[src/rtl/key_pkg.sv]
// Shared definitions for the matrix keypad scanner: debounce states, sweep
// results, column strobe constants and the key code width.
package key_pkg;

    localparam int KEY_W = 4;

    typedef enum logic [1:0] {
        IDLE         = 2'd0,
        PRESS_WAIT   = 2'd1,
        HELD         = 2'd2,
        RELEASE_WAIT = 2'd3
    } deb_state_e;

    typedef enum logic [1:0] {
        NONE  = 2'd0,
        KEY   = 2'd1,
        MULTI = 2'd2
    } sweep_res_e;

    localparam logic [3:0] COL0 = 4'b1110;
    localparam logic [3:0] COL1 = 4'b1101;
    localparam logic [3:0] COL2 = 4'b1011;
    localparam logic [3:0] COL3 = 4'b0111;

    // Column number of an active-low one-cold strobe.
    function automatic logic [1:0] col_index(input logic [3:0] sel);
        case (sel)
            COL1:    return 2'd1;
            COL2:    return 2'd2;
            COL3:    return 2'd3;
            default: return 2'd0;
        endcase
    endfunction

endpackage

[src/rtl/key_debounce.sv]
// Sweep-level debounce: confirms a press after DEBOUNCE identical sweeps and a
// release after DEBOUNCE clean sweeps; one-clock key_valid per confirmed press.
module key_debounce
    import key_pkg::*;
#(
    parameter int DEBOUNCE = 4
) (
    input  logic             clk_i,
    input  logic             rst_ni,
    input  logic             eval_i,
    input  sweep_res_e       res_i,
    input  logic [KEY_W-1:0] res_key_i,
    output logic [KEY_W-1:0] key_code_o,
    output logic             key_valid_o,
    output logic             key_held_o,
    output deb_state_e       state_o
);

    localparam logic [3:0] DEB = 4'(DEBOUNCE);

    deb_state_e       state_q, state_d;
    logic [KEY_W-1:0] cand_q, cand_d;
    logic [KEY_W-1:0] code_q, code_d;
    logic [3:0]       cnt_q, cnt_d;
    logic             valid_q, valid_d;
    logic [3:0]       cnt_inc;
    logic             is_key;

    assign cnt_inc = cnt_q + 4'd1;
    assign is_key  = (res_i == KEY);

    always_ff @(posedge clk_i or negedge rst_ni) begin
        if (!rst_ni) begin
            state_q <= IDLE;
            cand_q  <= '0;
            code_q  <= '0;
            cnt_q   <= '0;
            valid_q <= 1'b0;
        end else begin
            state_q <= state_d;
            cand_q  <= cand_d;
            code_q  <= code_d;
            cnt_q   <= cnt_d;
            valid_q <= valid_d;
        end
    end

    always_comb begin
        state_d = state_q;
        cand_d  = cand_q;
        code_d  = code_q;
        cnt_d   = cnt_q;
        valid_d = 1'b0;
        if (eval_i) begin
            case (state_q)
                IDLE: begin
                    if (is_key) begin
                        if (DEBOUNCE == 1) begin
                            state_d = HELD;
                            code_d  = res_key_i;
                            valid_d = 1'b1;
                            cnt_d   = '0;
                        end else begin
                            state_d = PRESS_WAIT;
                            cand_d  = res_key_i;
                            cnt_d   = 4'd1;
                        end
                    end
                end
                PRESS_WAIT: begin
                    if (is_key && res_key_i == cand_q) begin
                        if (cnt_inc == DEB) begin
                            state_d = HELD;
                            code_d  = cand_q;
                            valid_d = 1'b1;
                            cnt_d   = '0;
                        end else begin
                            cnt_d = cnt_inc;
                        end
                    end else if (is_key) begin
                        cand_d = res_key_i;
                        cnt_d  = 4'd1;
                    end else begin
                        state_d = IDLE;
                        cnt_d   = '0;
                    end
                end
                HELD: begin
                    // A different key only starts a release; it is never reported.
                    if (!(is_key && res_key_i == code_q)) begin
                        if (!is_key && DEBOUNCE == 1) begin
                            state_d = IDLE;
                            cnt_d   = '0;
                        end else begin
                            state_d = RELEASE_WAIT;
                            cnt_d   = 4'd1;
                        end
                    end
                end
                RELEASE_WAIT: begin
                    if (is_key) begin
                        state_d = HELD;
                        cnt_d   = '0;
                    end else if (cnt_inc == DEB) begin
                        state_d = IDLE;
                        cnt_d   = '0;
                    end else begin
                        cnt_d = cnt_inc;
                    end
                end
                default: state_d = IDLE;
            endcase
        end
    end

    always_comb begin
        key_code_o  = code_q;
        key_valid_o = valid_q;
        key_held_o  = (state_q == HELD) || (state_q == RELEASE_WAIT);
        state_o     = state_q;
    end

endmodule

[src/rtl/key_scan.sv]
// 4x4 keypad scanner: row synchronizer, column dwell/rotation and per-sweep
// key accumulation feeding the debounce FSM.
module key_scan
    import key_pkg::*;
#(
    parameter int SCAN_DIV = 1000,
    parameter int DEBOUNCE = 4
) (
    input  logic             CLK_key,
    input  logic             RST_n,
    input  logic [3:0]       row_in,
    output logic [3:0]       col_sel,
    output logic [KEY_W-1:0] key_code,
    output logic             key_valid,
    output logic             key_held,
    output deb_state_e       dbg_state
);

    localparam int             DW         = (SCAN_DIV > 1) ? $clog2(SCAN_DIV) : 1;
    localparam logic [DW-1:0]  DWELL_LAST = DW'(SCAN_DIV - 1);

    logic [3:0]       sync1_q, sync2_q;
    logic [DW-1:0]    dwell_q, dwell_d;
    logic [3:0]       col_q, col_d;
    logic             acc_have_q, acc_have_d;
    logic             acc_multi_q, acc_multi_d;
    logic [KEY_W-1:0] acc_key_q, acc_key_d;

    logic             tick, eval;
    logic [3:0]       row_low;
    logic [2:0]       n_low;
    logic [1:0]       row_idx;
    logic             samp_one, samp_multi;
    logic             sweep_have, sweep_multi;
    logic [KEY_W-1:0] sweep_key;
    sweep_res_e       sweep_res;

    always_ff @(posedge CLK_key or negedge RST_n) begin
        if (!RST_n) begin
            sync1_q     <= 4'hF;
            sync2_q     <= 4'hF;
            dwell_q     <= '0;
            col_q       <= COL0;
            acc_have_q  <= 1'b0;
            acc_multi_q <= 1'b0;
            acc_key_q   <= '0;
        end else begin
            sync1_q     <= row_in;
            sync2_q     <= sync1_q;
            dwell_q     <= dwell_d;
            col_q       <= col_d;
            acc_have_q  <= acc_have_d;
            acc_multi_q <= acc_multi_d;
            acc_key_q   <= acc_key_d;
        end
    end

    // Classify the current column sample and fold it into the running sweep.
    always_comb begin
        row_low = ~sync2_q;
        n_low   = '0;
        row_idx = '0;
        for (int r = 0; r < 4; r++) begin
            if (row_low[r]) begin
                n_low   = n_low + 3'd1;
                row_idx = 2'(r);
            end
        end
        samp_one    = (n_low == 3'd1);
        samp_multi  = (n_low >= 3'd2);
        sweep_multi = acc_multi_q || samp_multi || (acc_have_q && samp_one);
        sweep_have  = acc_have_q || samp_one;
        sweep_key   = samp_one ? {row_idx, col_index(col_q)} : acc_key_q;
        if (sweep_multi) begin
            sweep_res = MULTI;
        end else if (sweep_have) begin
            sweep_res = KEY;
        end else begin
            sweep_res = NONE;
        end
    end

    always_comb begin
        tick        = (dwell_q == DWELL_LAST);
        eval        = tick && (col_q == COL3);
        dwell_d     = tick ? '0 : dwell_q + DW'(1);
        col_d       = tick ? {col_q[2:0], col_q[3]} : col_q;
        acc_have_d  = acc_have_q;
        acc_multi_d = acc_multi_q;
        acc_key_d   = acc_key_q;
        if (eval) begin
            acc_have_d  = 1'b0;
            acc_multi_d = 1'b0;
            acc_key_d   = '0;
        end else if (tick) begin
            acc_have_d  = sweep_have;
            acc_multi_d = sweep_multi;
            acc_key_d   = sweep_key;
        end
    end

    assign col_sel = col_q;

    key_debounce #(
        .DEBOUNCE (DEBOUNCE)
    ) u_debounce (
        .clk_i       (CLK_key),
        .rst_ni      (RST_n),
        .eval_i      (eval),
        .res_i       (sweep_res),
        .res_key_i   (sweep_key),
        .key_code_o  (key_code),
        .key_valid_o (key_valid),
        .key_held_o  (key_held),
        .state_o     (dbg_state)
    );

endmodule

[config.mk]
export PLATFORM = sky130hd
export DESIGN_NAME = key_scan
export DESIGN_NICKNAME = d
export VERILOG_FILES = /design/src/rtl/key_pkg.sv /design/src/rtl/key_debounce.sv /design/src/rtl/key_scan.sv
export SDC_FILE = /design/constraint.sdc
export NUM_CORES = 1
export LEC_CHECK = 0
export CORE_UTILIZATION = 55
export CTS_BUF_LIST = sky130_fd_sc_hd__clkbuf_4 sky130_fd_sc_hd__clkbuf_8
export CTS_CLUSTER_DIAMETER = 150
export DETAILED_ROUTE_END_ITERATION = 6
export PLACE_DENSITY = 0.87
export SYNTH_ARGS = -nofsm -noshare
export SYNTH_HDL_FRONTEND = slang
export SYNTH_HIERARCHICAL = 1
export SYNTH_SLANG_ARGS = --single-unit
[constraint.sdc]
create_clock -name CLK_key -period 11.9 [get_ports CLK_key]
set_input_delay 2.38 -clock CLK_key [delete_from_list [all_inputs] [get_ports CLK_key]]
set_output_delay 2.38 -clock CLK_key [all_outputs]
set_load 0.02 [all_outputs]
metal_density.png
The die is cut into 14 by 14 equal tiles; white is low, dark blue is high, scaled to the fullest tile. Values are wire area over tile area, all layers added.
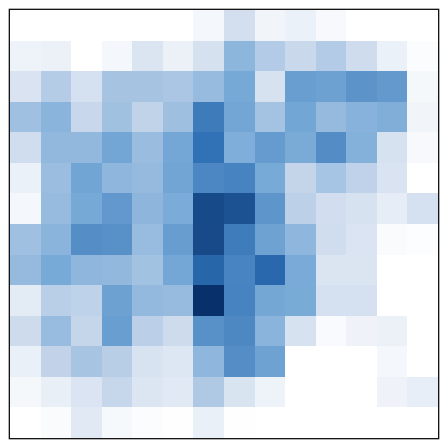
nearly empty tiles: 18%
densest ninth of the die: middle
fullest tile: 0.55
emptiest ninth of the die: bottom right
tiles over half the peak: 22%
WL/cell: 15.9 um
via count: 1772
drt total wl: 4750 um

detail.png
The bar under the picture is 5 um long. Window x 24 to 44, y 38 to 58 um. Cells in grey, sequential cells in the stronger grey; small squares are vias.
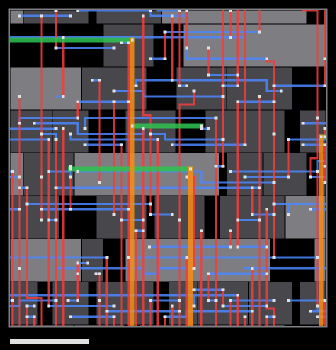
[metal 4] orange
[metal 2] red
[metal 1] blue
[metal 3] green
sequential cells in the window: 3
cells with their middle in the window: 27
most frequent: xor2_1 (7), mux2_2 (5), dfrtp_1 (3)
netlist names of flops here include: u_debounce/key_code_o (2), u_debounce/cand_q (1)

clocks.png
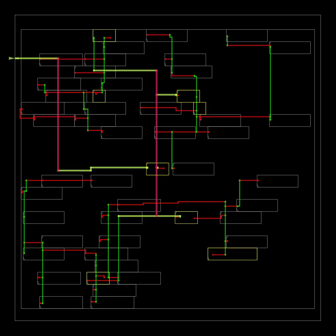
CTS Sinks: 43
skew final: 9.74 ps
Seq cells: 43
TritonCTS buffer count: 5
# clk buffers: 7

==> results_slide.txt <==
Synthesis and Place & Route Summary

Critical path
  • CP peak stage delay: 730 ps
  • Reg-to-Reg End: u_debounce/key_code_o[2]
  • Crit path cell chain: inv_1 > ha_1 > xnor2_1 > ha_1 > nor3b_2 > a22oi_1 > nand2_1 > o21ai_0 > xor2_1 > nor4_1 > and3_2 > mux2_2
  • CP Depth: 12
  • Critical Path Sink Type: flop
  • CP max-delay cell: nor4_1
  • Top delay family on crit path: simple AND/OR/NAND/NOR gates
  • Critical Path RT: 12080 ps
  • Worst R2R Start: sync2_q[1]
  • Startpoint types: flop
  • Crit path buf inv count: 1
  • Crit path from: sync2_q[1]
  • Crit Path Category: reg -> reg

Power
  • P_clk: ~120 uW
  • Combinational power: about 30 uW
  • Sequential Power Share: 50.8%
  • Seq pwr: roughly 150 uW
  • Top pwr grp: registers
  • Comb power frac: 10.2%
  • PwrDens: roughly 110 mW/mm^2
  • Worst vdd ir: 0.0780 mV
  • Leak pwr: 0.00124 uW
  • Internal power: 228 uW

Final timing
  • Setup violations, final: 0
  • Maximum clock rate: 229 MHz
  • Worst Max-Slew Pin Slew: 936 ps
  • Final hold viol count: 0
  • Slew headroom: 37.6%
  • Setup total negative slack: 0 ps
  • Max Slew Vio Count: 0

Outcome
  • Outcome: complete, no violations

Final layout
  • NumNets Final: 260
  • Largest cell class: multi-input combinational cells
  • Most flop-heavy register: dwell_q
  • Most frequent cells in the layout: 32 x dfrtp_1, 26 x nand2_1, 16 x clkdlybuf4s50_1
  • Buffering overhead: 6.34%
  • Non-filler cells, final: approximately 300
  • Seq area share: 40.0%
  • Top cell excl fill/tap: dfrtp_1
  • Layout area overhead: 11.8%
  • Comb gates: 169
  • Final core occ: 66.2%
  • Max FFs per register: 10
  • Logic share of the area: 45.6%
  • Ant diodes: 0
  • Fraction of layout cells with a size suffix above 1: between 10% and 20%

Logic synthesis
  • Cell type with the largest total area: dfrtp_1
  • Most common cell in the netlist: dfrtp_1
  • Fa+ha+maj area frac: 3.08%
  • Floorplan net count: around 240
  • Mux area share: 4.52%
  • Flops & latches, synth: 43
  • Post-Syn Instances: 232
  • Top-area cell type share of the netlist area: about a third
  • XOR/XNOR Area Share: under 10%
  • Seq/Total Area, Yosys: 44.8%
  • Top cells by count, synth: 32 x dfrtp_1, 26 x nand2_1, 13 x nor2_1, 13 x xor2_1
  • Yosys stat area: 0.00243 mm^2
  • Netlist cell types: 66
  • Top cells, area: dfrtp_1 33%, dfstp_2 12%, xor2_1 4.7%
  • Cell count in the Yosys report: 232
  • Most common flop cell mapped by yosys: dfrtp_1
  • Comb area leader: simple AND/OR/NAND/NOR gates
  • Simple-gate share of the synthesized area: 21.0%

CTS
  • Setup bufs post-CTS: 0
  • Max Buffers Root-to-Sink: 2
  • Root Driver: clkbuf_8
  • Post-cts resize count: 0
  • Clock-pin slew on the worst setup and hold paths: 80 ps
  • CTS tree: built

Global routing
  • First-pass GRT wire length: 8130 um
  • Global route hottest layer: met2
  • Total GRT Usage: 24.0%
  • Largest net degree at the start of global routing: 44

Drt
  • WL met2: approximately 2400 um
  • Post-DR vias/cell: about 6
  • Initial DRC Count: 96
  • Met3 wire len: ~140 um

Floorplan
  • Floorplan row count: 23
  • Die X: 68.5 um
  • IO Count: 18
  • Die Ht: 68.5 um
  • Tapcells: 50

Hold path
  • Hold Path Sink: sync2_q[0]
  • Worst Hold Class: reg -> reg
  • Hold Path Depth: 0

Job
  • Max Cap Viol: 0
  • Tool warnings: 28

Place
  • Post-Place Cells: 291
Power figures rest on the tool's default switching activity, not on a simulated workload.
